==> run_1/met3.png <==
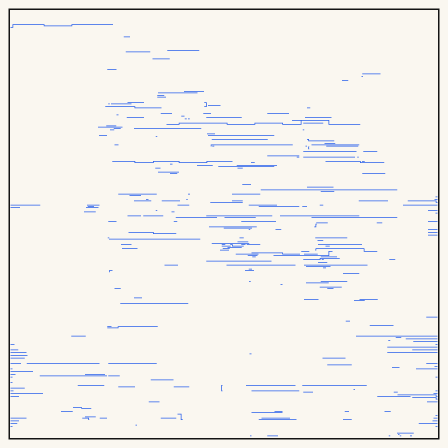
==> run_1/pins.png <==
Pins as bars across the die edge, other pins in gray.
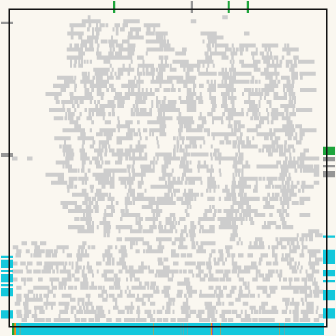
==> run_1/metal_stack.png <==
Two of the layers only.
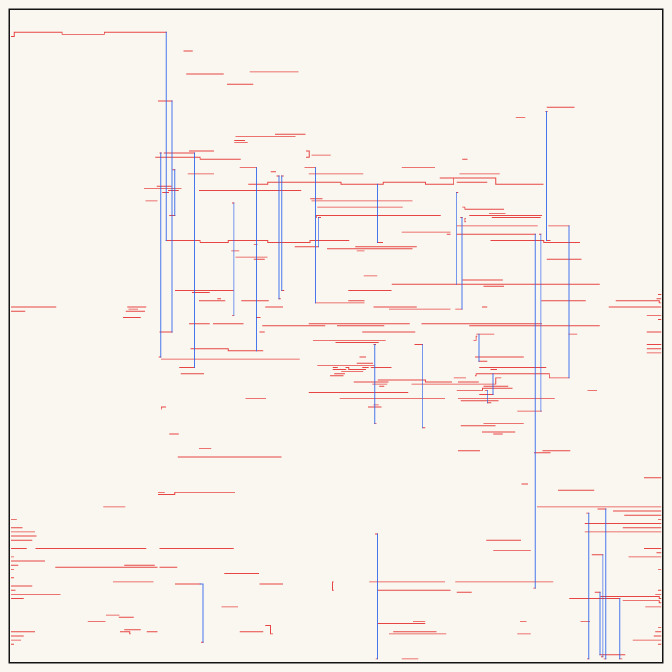
==> run_1/registers.png <==
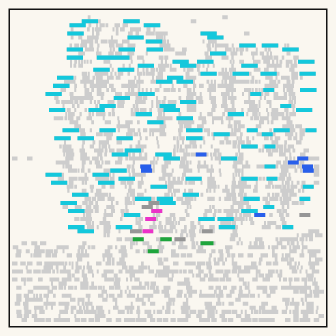
<file path="src/rtl/tt_um_ternary_mvm_if.sv">
// Activation stream / result stream bundle for the ternary MVM stage.
// master = upstream driver (start, activations) and result consumer,
// slave  = the MVM stage itself.
interface tt_um_ternary_mvm_if;
  logic       ui_start;
  logic [7:0] ui_input;
  logic       ui_valid;
  logic [7:0] uo_output;
  logic       uo_valid;
  logic       uo_busy;

  modport master (
    output ui_start,
    output ui_input,
    output ui_valid,
    input  uo_output,
    input  uo_valid,
    input  uo_busy
  );

  modport slave (
    input  ui_start,
    input  ui_input,
    input  ui_valid,
    output uo_output,
    output uo_valid,
    output uo_busy
  );
endinterface

</file>
<file path="src/rtl/tt_um_ternary_mvm.sv">
// Ternary matrix-vector multiply stage.
// One pass: IDLE --start--> ACCUM (one activation row per valid beat)
// --last row--> DRAIN (one saturated column result per cycle) --> IDLE.
// Weights and the length parameter come straight from the weight loader
// and are read combinationally; the loader holds them stable for the pass.
module tt_um_ternary_mvm #(
  parameter int MAX_IN_LEN  = 16,
  parameter int MAX_OUT_LEN = 8
) (
  input  logic                                 clk,
  input  logic                                 rst_n,
  input  logic                                 ena,
  input  logic [2*MAX_IN_LEN*MAX_OUT_LEN-1:0]  ui_weights,
  input  logic [6:0]                           ui_param,
  tt_um_ternary_mvm_if.slave                   bus
);

  // Counter widths follow the loader's parameter encoding: [6:3] rows, [2:0] cols.
  localparam int IN_W  = 4;
  localparam int OUT_W = 3;
  // 13 bits holds 16 x (+/-128) = +/-2048 without wrapping.
  localparam int ACC_W = 13;
  localparam int ROW_W = 2 * MAX_OUT_LEN;

  typedef enum logic [1:0] {
    S_IDLE  = 2'b00,
    S_ACCUM = 2'b01,
    S_DRAIN = 2'b10
  } state_t;

  state_t                   state_q;
  logic [IN_W-1:0]          in_cnt_q;
  logic [OUT_W-1:0]         out_cnt_q;
  logic signed [ACC_W-1:0]  acc_q [MAX_OUT_LEN];
  logic signed [ACC_W-1:0]  acc_d [MAX_OUT_LEN];
  logic [7:0]               uo_output_q;
  logic                     uo_valid_q;

  logic [IN_W-1:0]          in_last_s;
  logic [OUT_W-1:0]         out_last_s;
  logic [ROW_W-1:0]         row_s;
  logic signed [ACC_W-1:0]  act_ext_s;
  logic signed [ACC_W-1:0]  drain_sel_s;

  // Clamp an accumulator to the signed 8-bit output range.
  function automatic logic [7:0] sat8(input logic signed [ACC_W-1:0] v);
    logic [7:0] r;
    if (v > 13'sd127) begin
      r = 8'h7F;
    end else if (v < -13'sd128) begin
      r = 8'h80;
    end else begin
      r = v[7:0];
    end
    return r;
  endfunction

  // Apply one ternary weight to an accumulator: 01 adds, 11 subtracts,
  // 00 and the unused code 10 leave it alone.
  function automatic logic signed [ACC_W-1:0] tern_mac(
    input logic [1:0]              code,
    input logic signed [ACC_W-1:0] acc,
    input logic signed [ACC_W-1:0] act
  );
    logic signed [ACC_W-1:0] r;
    case (code)
      2'b01:   r = acc + act;
      2'b11:   r = acc - act;
      default: r = acc;
    endcase
    return r;
  endfunction

  assign in_last_s  = ui_param[6:3];
  assign out_last_s = ui_param[2:0];

  // Select the weight row addressed by the current activation index.
  always_comb begin
    row_s = ui_weights[int'(in_cnt_q) * ROW_W +: ROW_W];
  end

  // Sign-extend the incoming activation to accumulator width.
  always_comb begin
    act_ext_s = {{(ACC_W-8){bus.ui_input[7]}}, bus.ui_input};
  end

  // Next accumulator values for an accepted activation; inactive columns hold.
  always_comb begin
    for (int j = 0; j < MAX_OUT_LEN; j++) begin
      if (OUT_W'(j) <= out_last_s) begin
        acc_d[j] = tern_mac(row_s[2*j +: 2], acc_q[j], act_ext_s);
      end else begin
        acc_d[j] = acc_q[j];
      end
    end
  end

  // Accumulator addressed by the drain counter.
  always_comb begin
    drain_sel_s = acc_q[out_cnt_q];
  end

  // Pass sequencer: state, counters, accumulators and registered outputs.
  always_ff @(posedge clk) begin
    if (!rst_n) begin
      state_q     <= S_IDLE;
      in_cnt_q    <= '0;
      out_cnt_q   <= '0;
      uo_output_q <= 8'h00;
      uo_valid_q  <= 1'b0;
      for (int j = 0; j < MAX_OUT_LEN; j++) begin
        acc_q[j] <= '0;
      end
    end else if (!ena) begin
      // Frozen: everything holds except that no result is presented.
      uo_valid_q <= 1'b0;
    end else begin
      case (state_q)
        S_IDLE: begin
          uo_valid_q <= 1'b0;
          if (bus.ui_start) begin
            for (int j = 0; j < MAX_OUT_LEN; j++) begin
              acc_q[j] <= '0;
            end
            in_cnt_q <= '0;
            state_q  <= S_ACCUM;
          end
        end
        S_ACCUM: begin
          uo_valid_q <= 1'b0;
          if (bus.ui_valid) begin
            for (int j = 0; j < MAX_OUT_LEN; j++) begin
              acc_q[j] <= acc_d[j];
            end
            if (in_cnt_q == in_last_s) begin
              out_cnt_q <= '0;
              state_q   <= S_DRAIN;
            end else begin
              in_cnt_q <= in_cnt_q + 4'd1;
            end
          end
        end
        S_DRAIN: begin
          uo_output_q <= sat8(drain_sel_s);
          uo_valid_q  <= 1'b1;
          if (out_cnt_q == out_last_s) begin
            state_q <= S_IDLE;
          end else begin
            out_cnt_q <= out_cnt_q + 3'd1;
          end
        end
        default: begin
          uo_valid_q <= 1'b0;
          state_q    <= S_IDLE;
        end
      endcase
    end
  end

  assign bus.uo_output = uo_output_q;
  assign bus.uo_valid  = uo_valid_q;
  assign bus.uo_busy   = (state_q != S_IDLE);

endmodule

</file>
<file path="src/flat_wrapper.sv">
// flat-port wrapper written by rule: the top's interface ports become plain ports
module tt_um_ternary_mvm_flat 
#(
  parameter int MAX_IN_LEN  = 16,
  parameter int MAX_OUT_LEN = 8
)
  (clk, rst_n, ena, ui_weights, ui_param, bus_ui_start, bus_ui_input, bus_ui_valid, bus_uo_output, bus_uo_valid, bus_uo_busy);
  tt_um_ternary_mvm_if bus_i ();
  input  logic clk;
  input  logic rst_n;
  input  logic ena;
  input  logic [2*MAX_IN_LEN*MAX_OUT_LEN-1:0] ui_weights;
  input  logic [6:0] ui_param;
  input wire logic [$bits(bus_i.ui_start)-1:0] bus_ui_start;
  input wire logic [$bits(bus_i.ui_input)-1:0] bus_ui_input;
  input wire logic [$bits(bus_i.ui_valid)-1:0] bus_ui_valid;
  output wire logic [$bits(bus_i.uo_output)-1:0] bus_uo_output;
  output wire logic [$bits(bus_i.uo_valid)-1:0] bus_uo_valid;
  output wire logic [$bits(bus_i.uo_busy)-1:0] bus_uo_busy;
  assign bus_i.ui_start = bus_ui_start;
  assign bus_i.ui_input = bus_ui_input;
  assign bus_i.ui_valid = bus_ui_valid;
  assign bus_uo_output = bus_i.uo_output;
  assign bus_uo_valid = bus_i.uo_valid;
  assign bus_uo_busy = bus_i.uo_busy;
  tt_um_ternary_mvm #(.MAX_IN_LEN(MAX_IN_LEN), .MAX_OUT_LEN(MAX_OUT_LEN)) u_core (.clk(clk), .rst_n(rst_n), .ena(ena), .ui_weights(ui_weights), .ui_param(ui_param), .bus(bus_i));
endmodule
</file>
<file path="config.mk">
export PLATFORM = sky130hd
export DESIGN_NAME = tt_um_ternary_mvm_flat
export DESIGN_NICKNAME = d
export VERILOG_FILES = /design/src/rtl/tt_um_ternary_mvm_if.sv /design/src/rtl/tt_um_ternary_mvm.sv /design/src/flat_wrapper.sv
export SDC_FILE = /design/constraint.sdc
export NUM_CORES = 1
export LEC_CHECK = 0
export ABC_AREA = 1
export CAP_MARGIN = 20
export CORE_UTILIZATION = 30
export CTS_CLUSTER_SIZE = 14
export DETAILED_ROUTE_END_ITERATION = 6
export PLACE_DENSITY = 0.52
export SYNTH_ARGS = -nofsm -noshare
export SYNTH_HDL_FRONTEND = slang
export SYNTH_SLANG_ARGS = --single-unit
</file>
<file path="constraint.sdc">
create_clock -name clk -period 9.8 [get_ports clk]
set_input_delay 1.96 -clock clk [delete_from_list [all_inputs] [get_ports clk]]
set_output_delay 1.96 -clock clk [all_outputs]
set_load 0.01 [all_outputs]
</file>
==> impl_metrics.yaml, run 1 <==
# synthesis and place-and-route metrics
final_timing:
  whs_ps: 468
  tightest_slew_ps: 1160
  slew_violations: 0
  finalHoldViolCount: 0
  setup_viol: 0
  finalWorstSetupSlack_ps: 3940
  fin_crit_sh_pct: 59.8
  rsz0062_at_grt: "false"
  fin_crit_ps: 5860
  relSlewSlack_pct: 22.3
  fin_skew_ps: 11.8
yosys:
  yosys_warnings: 0
  ys_sh_mux_pct: 0
  edf_count: 91
  top_area_cell: "edfxtp_1"
  flop_cell: "edfxtp_1"
  fp_nets: 2438
  area_leaders: "edfxtp_1, nand2_1, o21ai_0"
  ys_seq_share_pct: 25.6
  top_area_share_pct: 20.5
  synthAoiAreaFrac_pct: 26.6
  synth.most_common_cell: "nand2_1"
  avgSynthCellArea_sq_um: 6.50
  ys_area_sq_um: 13400
  synth_cell_type_count: 48
  synthAdderAreaFrac_pct: 10.5
  simple_gate_share_pct: 27.5
  synthCells: 2055
  synth_area_sq_um: 13400
  common_cells: "nand2_1, nor2_1, o21ai_0"
  logic_family: "simple AND/OR/NAND/NOR gates"
  synth_flops: 125
  yosysCellCount: 2055
worst_hold_path:
  min_from: "u_core.bus.uo_output[0]"
  min_to: "u_core.bus.uo_output[0]"
  hold_path.class: "flip-flop to flip-flop"
  whs_path_depth: 2
routing:
  drc: 0
  top_layer: "met4"
  wl_met3_mm: 2.73
  wl_met1_mm: 26.2
  firstDrtPassIters: 5
  route.met2.wl_mm: 27.3
  antenna_left: 0
clock_network:
  post_cts_buffers: 0
  cts_tree: "yes"
  postCtsHoldBufs: 0
  cts_sinks: 125
  numCtsBuffers: 17
  cts-root-buf: "clkbuf_16"
  path_clk_slew_ps: 60
  htreeDepth: 4
  insertion_delay_ps: 450
status:
  status: "complete, no violations"
pwr:
  p_per_area_nw_per_um2: 135
  ir_drop_v: 0.000118
  pwr-share-comb_pct: 44.2
  seqPwrFrac_pct: 27.6
  swShare_pct: 41.8
  p_comb_mw: 1.03
  leakage_nw: 7.28
  fin_total_pwr_mw: 2.32
  power_leader: "combinational cells"
  p_switching_uw: 970
  clock_power_share_pct: 28.2
  p_int_mw: 1.35
final_layout:
  logic_area_sq_um: 8720
  top_register: "u_core.acc_q"
  n_all_buffers: 301
  buf_share_pct: 17.4
  fillCellCount: 4623
  nNetsFinal: 2657
  num-nonclk-inverters: 185
  dominant_cells: "logic gates"
  finish.instance_area_sq_um: 17100
  clock_cell_area_share_pct: 3.35
  sh_comb_area_pct: 50.9
  clkbuf_count: 20
  syn2layout_area_growth_pct: 28.2
  n_antenna_cell: 0
  logic_gates: 1644
  layout_top_cell: "nand2_1"
  largest_register_ffs: 104
global_routing:
  grt_max_degree: 84
  grt_busiest_layer: "met2"
  overflow: 0
  met1_usage_pct: 34.2
  antenna_found_initial: 0
  use_met2_pct: 42.8
  grt_pass1_wl_mm: 86.7
  first_global_vias: 14500
floorplanning:
  fp_util_pct: 30.7
  taps: 585
  ioPinCount: 286
  core.rowCount: 76
  die_area_sq_um: 45400
flow_run:
  cap_violations: 0
  tool_warnings: 26
setup_path:
  cp_num_buf_inv: 2
  critPathKind: "primary input to flip-flop"
  start_kind: "primary input"
  r2r_slack_ps: 4340
  required_ps: 10180
  crit_path_end: "u_core.acc_q[0][10]"
  r2r_end: "u_core.acc_q[5][10]"
  path_cells: "clkdlybuf4s50_1 -> nor3_2 -> nand3b_1 -> nor3_2 -> xor2_1 -> buf_4 -> nand2_1 -> nand2_1 -> ha_1 -> nand4_1 -> o21ai_0 -> a31oi_1 -> a21boi_0 -> o21ai_0 -> a21oi_1"
  cp_max_fo: 10
  cp-startpoint: "bus_ui_input[0]"
  critical_path.top_delay_family: "simple AND/OR/NAND/NOR gates"
  r2r-start: "u_core.in_cnt_q[0]"
  reg2regPathDepth: 20
  cp.depth: 15
  crit_path_max_incr_delay_ps: 770
  end_kind: "flip-flop"
  cp_slowest_cell: "nor3_2"
  arrival_ps: 6240
place:
  dp_hpwl_mm: 43.2
  placed_cells: 2838
  dp_slack_ps: 3570
Notes on met3.png above:
wire length on this layer = 2,730 um
share of all routed wire = 4.8%
longest straight run = 67.6 um
nets with wire on the layer = 200
grt met3 use: 2.63%
Routed WL: 57.3 mm
total number of vias: 15.2k

Notes on pins.png above:
bus_ui_input -> green  # pins 8, direction input, edge 4 east, 3 north, 1 south
ui_param -> orange  # pins 7, direction input, edge south
ui_weights -> cyan  # pins 256, direction input, edge 215 south, 22 east, 19 west
bus_uo_busy -> purple  # pins 1, direction output, edge south
port bufs: 285
die height: 213 um
Die W: 213 um

Notes on metal_stack.png above:
met4 -> blue  # wire length 1,170 um
met3 -> red  # wire length 2,730 um
GRT Overall Usage: 25.3%
per-cell routed wire length: 20.0 um

Notes on registers.png above:
u_core.out_cnt_q -> magenta  # placed flops 3
u_core.bus.uo_output -> blue  # placed flops 8
u_core.in_cnt_q -> green  # placed flops 4, where south
u_core.acc_q -> cyan  # placed flops 104
fraction of area in registers: 20.0%
Seq power: 641 uW
register area: 3420 sq um
Finished Core Util: 39.4%

==> run 1 -> run 2 <==
Settings changed: PLACE_DENSITY 0.52 to 0.54.
Clock period 9.8 ns to 5 ns, I/O delays scaled along.
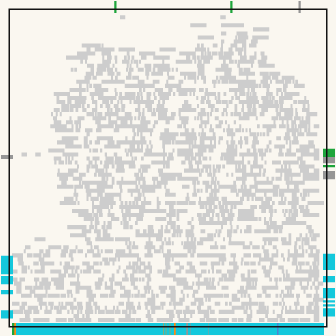
(run_2/pins.png)
Pins as bars across the die edge, other pins in gray.
bus_uo_busy -> purple  # pins 1, direction output, edge south
bus_ui_input -> green  # pins 8, direction input, edge 5 east, 2 north, 1 south
ui_weights -> cyan  # pins 256, direction input, edge 215 south, 22 east, 19 west
ui_param -> orange  # pins 7, direction input, edge south
all pins by edge = 228 south, 34 east, 21 west, 3 north

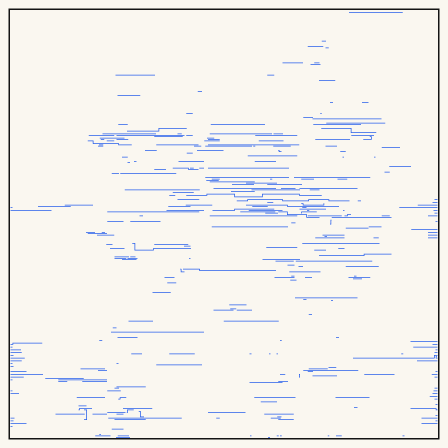
(run_2/met3.png)
Routed WL: 57.4 mm
total number of vias: 15.4k
grt met3 use: 2.40%

==> run 2 against run 1 <==
  * Global-route usage down 0.13 points
  * Critical endpoint is now u_core.acc_q[2][12]
  * Cell count is 1.3% higher
  * Non-clock buffer count grew 34
  * Clock skew is 0.88 ps higher
  * Sequential power is 95% higher
  * Sequential cell count unchanged
  * Sequential share of layout area down 0.35 points
  * Power increased by 97%
  * Critical path type unchanged
  * Routed wire length barely moved
  * Die size stayed put
  * Synthesized cell count unchanged
  * Combinational power increased by 100%
==> impl_metrics.yaml, run 2 <==
# synthesis and place-and-route metrics
pwr:
  p_int_mw: 2.70
  fin_total_pwr_mw: 4.57
  pwr-share-comb_pct: 45.0
  leakage_nw: 7.46
  swShare_pct: 40.9
  seqPwrFrac_pct: 27.3
  p_switching_mw: 1.87
  seq_power_mw: 1.25
  p_per_area_nw_per_um2: 262
yosys:
  ys_area_sq_um: 13400
  avgSynthCellArea_sq_um: 6.50
  top_area_share_pct: 20.5
  yosys_warnings: 0
  ys_seq_share_pct: 25.6
  logic_family: "simple AND/OR/NAND/NOR gates"
  synth_flops: 125
  ys_sh_mux_pct: 0
  synthAdderAreaFrac_pct: 10.5
  synth_area_sq_um: 13400
  area_leaders: "edfxtp_1, nand2_1, o21ai_0"
  common_cells: "nand2_1, nor2_1, o21ai_0"
  yosysCellCount: 2055
  synth_cell_type_count: 48
  flop_cell: "edfxtp_1"
final_timing:
  rsz0062_at_grt: "false"
  fin_crit_sh_pct: 87.5
  tightest_slew_ps: 891
  finalHoldViolCount: 0
final_layout:
  finish.instance_area_sq_um: 17400
  logic_area_sq_um: 8720
  nNetsFinal: 2691
  buf_share_pct: 18.7
  clock_cell_area_share_pct: 3.32
  dominant_cells: "logic gates"
  fillCellCount: 4607
  final_util_pct: 40.1
  syn2layout_area_growth_pct: 30.5
  sh_comb_area_pct: 50.1
  layout_top_cell: "nand2_1"
routing:
  wl_met1_mm: 26.6
  wl_met3_mm: 3.20
  drc: 0
clock_network:
  post_cts_buffers: 0
  numCtsBuffers: 17
  insertion_delay_ps: 450
  cts-root-buf: "clkbuf_16"
  cts_sinks: 125
setup_path:
  critPathKind: "primary input to flip-flop"
  cp_max_fo: 5
  start_kind: "primary input"
  path_cells: "clkdlybuf4s50_1 -> inv_1 -> ha_1 -> nand2_1 -> nor3_1 -> xor2_1 -> buf_4 -> nand2_1 -> o21ai_0 -> ha_1 -> nand2_1 -> o21a_1 -> o211ai_1 -> a21oi_1 -> nand3_1 -> nand2_1 -> nor2_1"
  crit_path_max_incr_delay_ps: 620
  cp.depth: 17
  r2r-start: "u_core.in_cnt_q[0]"
  cp_slowest_cell: "clkdlybuf4s50_1"
  cp-startpoint: "bus_ui_input[1]"
floorplanning:
  core.rowCount: 76
  ioPinCount: 286
  die_x_um: 213
status:
  status: "complete, no violations"
flow_run:
  tool_warnings: 28
  cap_violations: 0
global_routing:
  grt_pass1_wl_mm: 86.4
  first_global_vias: 14500
worst_hold_path:
  min_from: "u_core.bus.uo_output[7]"
  min_to: "u_core.bus.uo_output[7]"
  hold_path.class: "flip-flop to flip-flop"
place:
  dp_slack_ps: 256
Power is estimated from default activity; no workload was simulated.
